wire_density.png
19 x 20 tiles, from dark blue (low) to red (high), scaled to the fullest tile. Values are wire area over tile area, all layers added.
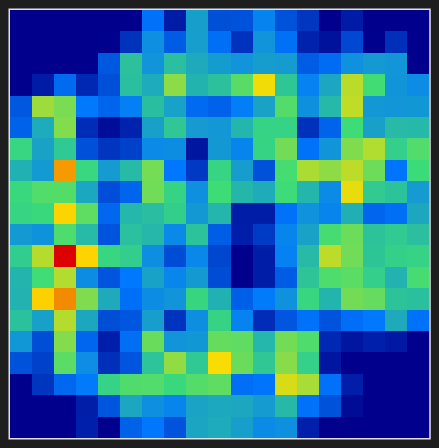
zoom.png
Bar = 10 microns. Window x 36 to 61, y 56 to 81 microns. Cells in gray, sequential cells in the stronger gray; small squares are vias.
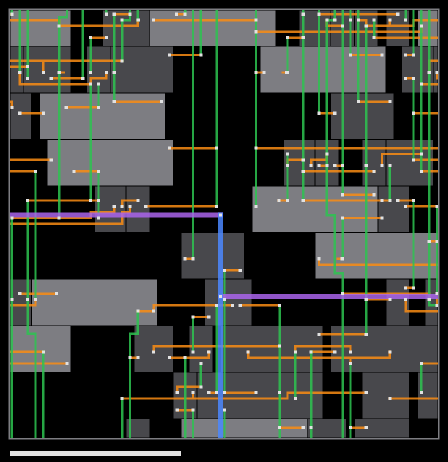
clock_map.png
Bar = 20 microns.
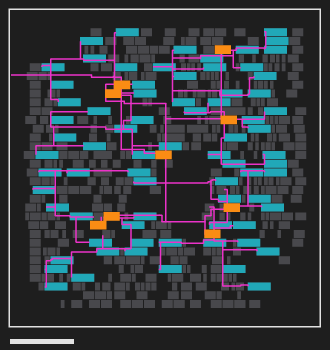
===== src/rtl/cpu_apb_pkg.sv =====
// Shared types and widths for the CPU-side APB arbiter.
package cpu_apb_pkg;

  localparam int unsigned APB_ADDR_W = 16;
  localparam int unsigned APB_DATA_W = 16;
  localparam int unsigned REQ_F      = 0;
  localparam int unsigned REQ_D      = 1;

  typedef enum logic [1:0] {
    ARB_IDLE   = 2'd0,
    ARB_SETUP  = 2'd1,
    ARB_ACCESS = 2'd2
  } arb_state_t;

  // Command latched at grant time and driven onto the APB for the whole transfer
  typedef struct packed {
    logic [APB_ADDR_W-1:0] addr;
    logic                  write;
    logic [APB_DATA_W-1:0] wdata;
  } apb_cmd_t;

endpackage


===== src/rtl/apb_rr_pick.sv =====
// Combinational 2-way picker: round-robin on ties, or data-first when prio_d_i is set.
module apb_rr_pick
  import cpu_apb_pkg::*;
(
  input  logic [1:0] elig_i,
  input  logic       last_d_i,
  input  logic       prio_d_i,
  output logic [1:0] gnt_c_o
);

  always_comb begin
    gnt_c_o = 2'b00;
    if (elig_i[REQ_F] && elig_i[REQ_D]) begin
      if (prio_d_i || !last_d_i) begin
        gnt_c_o[REQ_D] = 1'b1;
      end else begin
        gnt_c_o[REQ_F] = 1'b1;
      end
    end else begin
      gnt_c_o = elig_i;
    end
  end

endmodule


===== src/rtl/apb_bus_arbiter.sv =====
// Shares one APB master between fetch (F) and data (D) requesters and owns SETUP/ACCESS.
// Optional ACCESS timeout with abort/err is enabled by defining APB_TIMEOUT_EN.
module apb_bus_arbiter
  import cpu_apb_pkg::*;
#(
  parameter int unsigned PRIO_MODE      = 0,
  parameter int unsigned TIMEOUT_CYCLES = 16
) (
  input  logic                  clk,
  input  logic                  reset,
  input  logic                  f_req,
  input  logic [APB_ADDR_W-1:0] f_addr,
  output logic                  f_done,
  output logic [APB_DATA_W-1:0] f_rdata,
  input  logic                  d_req,
  input  logic                  d_write,
  input  logic [APB_ADDR_W-1:0] d_addr,
  input  logic [APB_DATA_W-1:0] d_wdata,
  output logic                  d_done,
  output logic [APB_DATA_W-1:0] d_rdata,
  output logic                  err,
  output logic [1:0]            gnt,
  output logic                  busy,
  output logic                  psel,
  output logic                  penable,
  output logic [APB_ADDR_W-1:0] paddr,
  output logic                  pwrite,
  output logic [APB_DATA_W-1:0] pwdata,
  input  logic [APB_DATA_W-1:0] prdata,
  input  logic                  pready
);

  arb_state_t            state_q, state_d;
  apb_cmd_t              cmd_q, cmd_d;
  logic                  last_d_q, last_d_d;  // 1 = D owned the previous transfer
  logic                  psel_q, psel_d, penable_q, penable_d, busy_q, busy_d;
  logic [1:0]            gnt_q, gnt_d;
  logic                  f_done_q, f_done_d, d_done_q, d_done_d, err_q, err_d;
  logic [APB_DATA_W-1:0] f_rdata_q, f_rdata_d, d_rdata_q, d_rdata_d;
  logic [1:0]            elig_c, pick_c;
  logic                  accept_c, abort_c;

  // A requester still showing its done pulse may not have dropped req yet
  assign elig_c   = {d_req & ~d_done_q, f_req & ~f_done_q};
  assign accept_c = (state_q == ARB_ACCESS) && pready;

  apb_rr_pick u_pick (
    .elig_i   (elig_c),
    .last_d_i (last_d_q),
    .prio_d_i (PRIO_MODE != 0),
    .gnt_c_o  (pick_c)
  );

`ifdef APB_TIMEOUT_EN
  localparam int unsigned CNT_W = (TIMEOUT_CYCLES > 1) ? $clog2(TIMEOUT_CYCLES) : 1;
  logic [CNT_W-1:0] cnt_q, cnt_d;

  // cnt_q counts completed wait cycles; the limit cycle itself still honours pready
  assign abort_c = (state_q == ARB_ACCESS) && !pready && (cnt_q == CNT_W'(TIMEOUT_CYCLES - 1));
  assign cnt_d   = ((state_q == ARB_ACCESS) && !pready && !abort_c) ? cnt_q + 1'b1 : '0;

  always_ff @(posedge clk) begin
    if (reset) cnt_q <= '0;
    else       cnt_q <= cnt_d;
  end
`else
  logic unused_timeout;
  assign abort_c        = 1'b0;
  assign unused_timeout = ^TIMEOUT_CYCLES;
`endif

  always_comb begin
    state_d   = state_q;
    cmd_d     = cmd_q;
    last_d_d  = last_d_q;
    psel_d    = psel_q;
    penable_d = penable_q;
    busy_d    = busy_q;
    gnt_d     = gnt_q;
    f_rdata_d = f_rdata_q;
    d_rdata_d = d_rdata_q;
    f_done_d  = 1'b0;
    d_done_d  = 1'b0;
    err_d     = 1'b0;
    case (state_q)
      ARB_IDLE: begin
        if (|pick_c) begin
          if (pick_c[REQ_D]) cmd_d = '{addr: d_addr, write: d_write, wdata: d_wdata};
          else               cmd_d = '{addr: f_addr, write: 1'b0, wdata: '0};
          psel_d    = 1'b1;
          penable_d = 1'b0;
          busy_d    = 1'b1;
          gnt_d     = pick_c;
          state_d   = ARB_SETUP;
        end
      end
      ARB_SETUP: begin
        penable_d = 1'b1;
        state_d   = ARB_ACCESS;
      end
      ARB_ACCESS: begin
        if (accept_c || abort_c) begin
          f_done_d = gnt_q[REQ_F];
          d_done_d = gnt_q[REQ_D];
          err_d    = abort_c;
          if (abort_c) begin
            if (gnt_q[REQ_F]) f_rdata_d = '0;
            else              d_rdata_d = '0;
          end else if (!cmd_q.write) begin
            if (gnt_q[REQ_F]) f_rdata_d = prdata;
            else              d_rdata_d = prdata;
          end
          psel_d    = 1'b0;
          penable_d = 1'b0;
          busy_d    = 1'b0;
          gnt_d     = 2'b00;
          last_d_d  = gnt_q[REQ_D];
          state_d   = ARB_IDLE;
        end
      end
      default: state_d = ARB_IDLE;
    endcase
  end

  always_ff @(posedge clk) begin
    if (reset) begin
      state_q   <= ARB_IDLE;
      cmd_q     <= '0;
      last_d_q  <= 1'b1;
      psel_q    <= 1'b0;
      penable_q <= 1'b0;
      busy_q    <= 1'b0;
      gnt_q     <= 2'b00;
      f_done_q  <= 1'b0;
      d_done_q  <= 1'b0;
      err_q     <= 1'b0;
      f_rdata_q <= '0;
      d_rdata_q <= '0;
    end else begin
      state_q   <= state_d;
      cmd_q     <= cmd_d;
      last_d_q  <= last_d_d;
      psel_q    <= psel_d;
      penable_q <= penable_d;
      busy_q    <= busy_d;
      gnt_q     <= gnt_d;
      f_done_q  <= f_done_d;
      d_done_q  <= d_done_d;
      err_q     <= err_d;
      f_rdata_q <= f_rdata_d;
      d_rdata_q <= d_rdata_d;
    end
  end

  assign f_done  = f_done_q;
  assign d_done  = d_done_q;
  assign f_rdata = f_rdata_q;
  assign d_rdata = d_rdata_q;
  assign err     = err_q;
  assign gnt     = gnt_q;
  assign busy    = busy_q;
  assign psel    = psel_q;
  assign penable = penable_q;
  assign paddr   = cmd_q.addr;
  assign pwrite  = cmd_q.write;
  assign pwdata  = cmd_q.wdata;

endmodule


===== config.mk =====
export PLATFORM = sky130hd
export DESIGN_NAME = apb_bus_arbiter
export DESIGN_NICKNAME = d
export VERILOG_FILES = /design/src/rtl/cpu_apb_pkg.sv /design/src/rtl/apb_rr_pick.sv /design/src/rtl/apb_bus_arbiter.sv
export SDC_FILE = /design/constraint.sdc
export NUM_CORES = 1
export LEC_CHECK = 0
export CAP_MARGIN = 0
export CORE_AREA = 4 4 92 94
export DETAILED_ROUTE_END_ITERATION = 6
export DIE_AREA = 0 0 96 98
export PLACE_DENSITY = 0.75
export SYNTH_ARGS = -nofsm -noshare
export SYNTH_HDL_FRONTEND = slang
export SYNTH_SLANG_ARGS = --single-unit

===== constraint.sdc =====
create_clock -name clk -period 2.55 [get_ports clk]
set_input_delay 0.6375 -clock clk [delete_from_list [all_inputs] [get_ports clk]]
set_output_delay 0.6375 -clock clk [all_outputs]
set_load 0.02 [all_outputs]

==> GITHUB_STEP_SUMMARY <==
### Metrics collected by this job

| Metric | Value |
|---|---|
| Die Ht | `98 microns` |
| Ys Warns | `0` |
| Area delta synth->final | `59.08%` |
| Sequential share of power | `0.464` |
| Net Sw Frac | `0.2805` |
| Crit path max fanout | `6` |
| Wirelength per Cell | `13.94 microns` |
| Max Clk Rate | `455.4 MHz` |
| Grt ovf | `0` |
| Fin crit period | `2.196 ns` |
| Horiz. Die Dim | `96 microns` |
| Hold Fails Final Rpt | `0` |
| Ys cells | `329` |
| Fin crit share | `0.8611` |
| Clock Skew | `0.01033 ns` |
| Pin count of the biggest net entering global routing | `31` |
| RSZ-0062 raised after global routing | `no` |
| Leak | `1.609 nW` |
| Pre-CTS setup slack | `0.2431 ns` |
| CTS resizes | `0` |
| Via count | `2770` |
| Slowest cell on crit path | `clkdlybuf4s50_1` |
| CP Data Required Time | `1.91 ns` |
| Internal power | `1.946 mW` |
| Cells after synthesis | `329` |
| Outcome | `complete, no violations` |
| Initial antenna violation count | `0` |
| Die area | `0.009408 sq mm` |
| GPL Wtd Cong | `0.7599` |
| Clock root buffer | `clkbuf_8` |
| Placement row count | `32` |
| Tool warnings | `26` |
| N_diodes | `0` |
| Cell area power density | `603.6 mW/mm^2` |
| Seq cells post-synth | `74` |
| Clk pwr share | `0.339` |
| Clock sinks | `74` |
| Worst r2r src | `f_done` |
| Ratio of cells with drive above 1 in the final layout | `0.07431` |
| Commonest non-fill, non-tap cell in the layout | `clkdlybuf4s50_1` |
| Setup crit start | `pwrite` |
| DRC | `0` |
| Crit Path Category | `flip-flop to output pin` |
| Cell Type Count | `34` |
| TritonCTS Buffers | `9` |
| Worst-Skew Late Latency | `0.34 ns` |
| Hold bufs inserted after CTS | `0` |
| Port Buffers | `141` |
| Syn avg cell area | `8.561 sq um` |
| Worst-case clock buffer depth | `2` |
| Most numerous logic cells after layout | `140 x clkdlybuf4s50_1, 82 x nand2_1, 74 x dfxtp_1, 50 x a21oi_1, 39 x nor2_1` |
| Hpwl dp | `6.001 mm` |
| Floorplan Utilization | `0.3683` |
| Drt total wl | `7.988 mm` |
Notes on wire_density.png above:
The mean over all tiles is 0.14. 13% of the tiles are nearly empty. The fullest tile reaches 0.45.

Notes on zoom.png above:
Key: met3 = purple; met4 = blue; met2 = green; met1 = orange
Most frequent: nand2_1 (8), dfxtp_1 (7). Netlist names of flops here include `d_rdata` (3), `pwdata` (2). Sequential cells in the window: 7. 37 logic cells have their middle in the window.

Notes on clock_map.png above:
Key: flip-flops = cyan [count 74]; cells driving clock nets = orange [count 9]; clock wires = magenta [length 909 microns]
Position of the flops: widely spread.

[cell families after synthesis]
| group | count (synthesis) | synth area share |
|---|---|---|
| buffers and inverters | 27 | 0.05642 |
| DFF | 74 | 0.5260 |
| AOI/OAI and AO/OA | 90 | 0.2044 |
| and+or+nand+nor | 137 | 0.2119 |
| other | 1 | 0.001331 |
[sequential cells by signal (all words and copies together), names as in the netlist]
name      cells
penable       1
busy          1
d_rdata      16
pwdata       16
f_done        1
last_d_q      1
gnt           2
d_done        1
pwrite        1
state_q       2
paddr        16
f_rdata      16
[power by group through the flow]
| stage | combinational [mW] | sequential [mW] | clock [mW] |
|---|---|---|---|
| 2_1_floorplan | 0.202 | 1.35 | 0 |
| 3_3_place_gp | 0.532 | 1.28 | 0 |
| 3_5_place_dp | 0.539 | 1.28 | 0 |
| 4_1_cts | 0.541 | 1.26 | 0.945 |
| 5_1_grt | 0.579 | 1.26 | 0.993 |
| 6_report | 0.534 | 1.25 | 0.916 |
[cells in the mapped netlist (all sizes together)]
master | number | share of area
o21ai | 2 | 0.0076
dfxtp | 74 | 0.53
and2b | 1 | 0.0027
nand3 | 1 | 0.0018
nor2 | 39 | 0.052
a22oi | 17 | 0.045
a211oi | 16 | 0.046
a31oi | 1 | 0.0022
a211o | 1 | 0.0031
nor3 | 2 | 0.0076
a21oi | 51 | 0.095
clkbuf | 11 | 0.015
or3 | 1 | 0.0022
nand3b | 2 | 0.0098
or3b | 1 | 0.0031
nand2b | 1 | 0.0022
o211ai | 1 | 0.0027
o21a | 1 | 0.0027
buf | 15 | 0.040
and3 | 1 | 0.0022
conb | 1 | 0.0013
inv | 1 | 0.0013
nor2b | 2 | 0.0044
nand2 | 82 | 0.11
nor3b | 4 | 0.015
[worst min path at each step]
stage | from | to | slack [ns] | depth (start not counted)
2_1_floorplan | d_rdata[10] | d_rdata[10] | 0.53 | 2
3_3_place_gp | f_rdata[1] | f_rdata[1] | 0.44 | 2
3_5_place_dp | d_rdata[9] | d_rdata[9] | 0.45 | 2
4_1_cts | d_rdata[9] | d_rdata[9] | 0.46 | 2
5_1_grt | d_rdata[7] | d_rdata[7] | 0.47 | 2
6_report | f_rdata[1] | f_rdata[1] | 0.46 | 2
[metal layers]
metal  share of wire  up-vias  GRT usage
li1                -     1381          -
met1            0.41     1292     0.1991
met2            0.49       91     0.2852
met3           0.096        6    0.06857
met4          0.0074        0    0.04595
met5               0        -          0
[tightest hold or removal path, stage by stage, from the launching register on]
cell and delay [ns]:
dfxtp_1 0.31, nand2_1 0.05, a21oi_1 0.05
[area by class of cell]
cell class,instances,area [sq um]
multi-input combinational,228,1176
tap,102,127.6
timing repair buffer,152,1489
clock inverter,7,78.83
clock buffer,9,123.9
fill,666,3167
inverter,1,3.754
sequential,74,1481
[stage by stage]
stage | cell area (sq um) | power [mW]
final | 4481 | 2.705
after global routing | 4481 | 2.834
after CTS | 4481 | 2.742
after detailed placement | 4278 | 1.821
after global placement | 4278 | 1.810
after floorplan | 2816 | 1.549
Power is estimated from default activity; no workload was simulated.
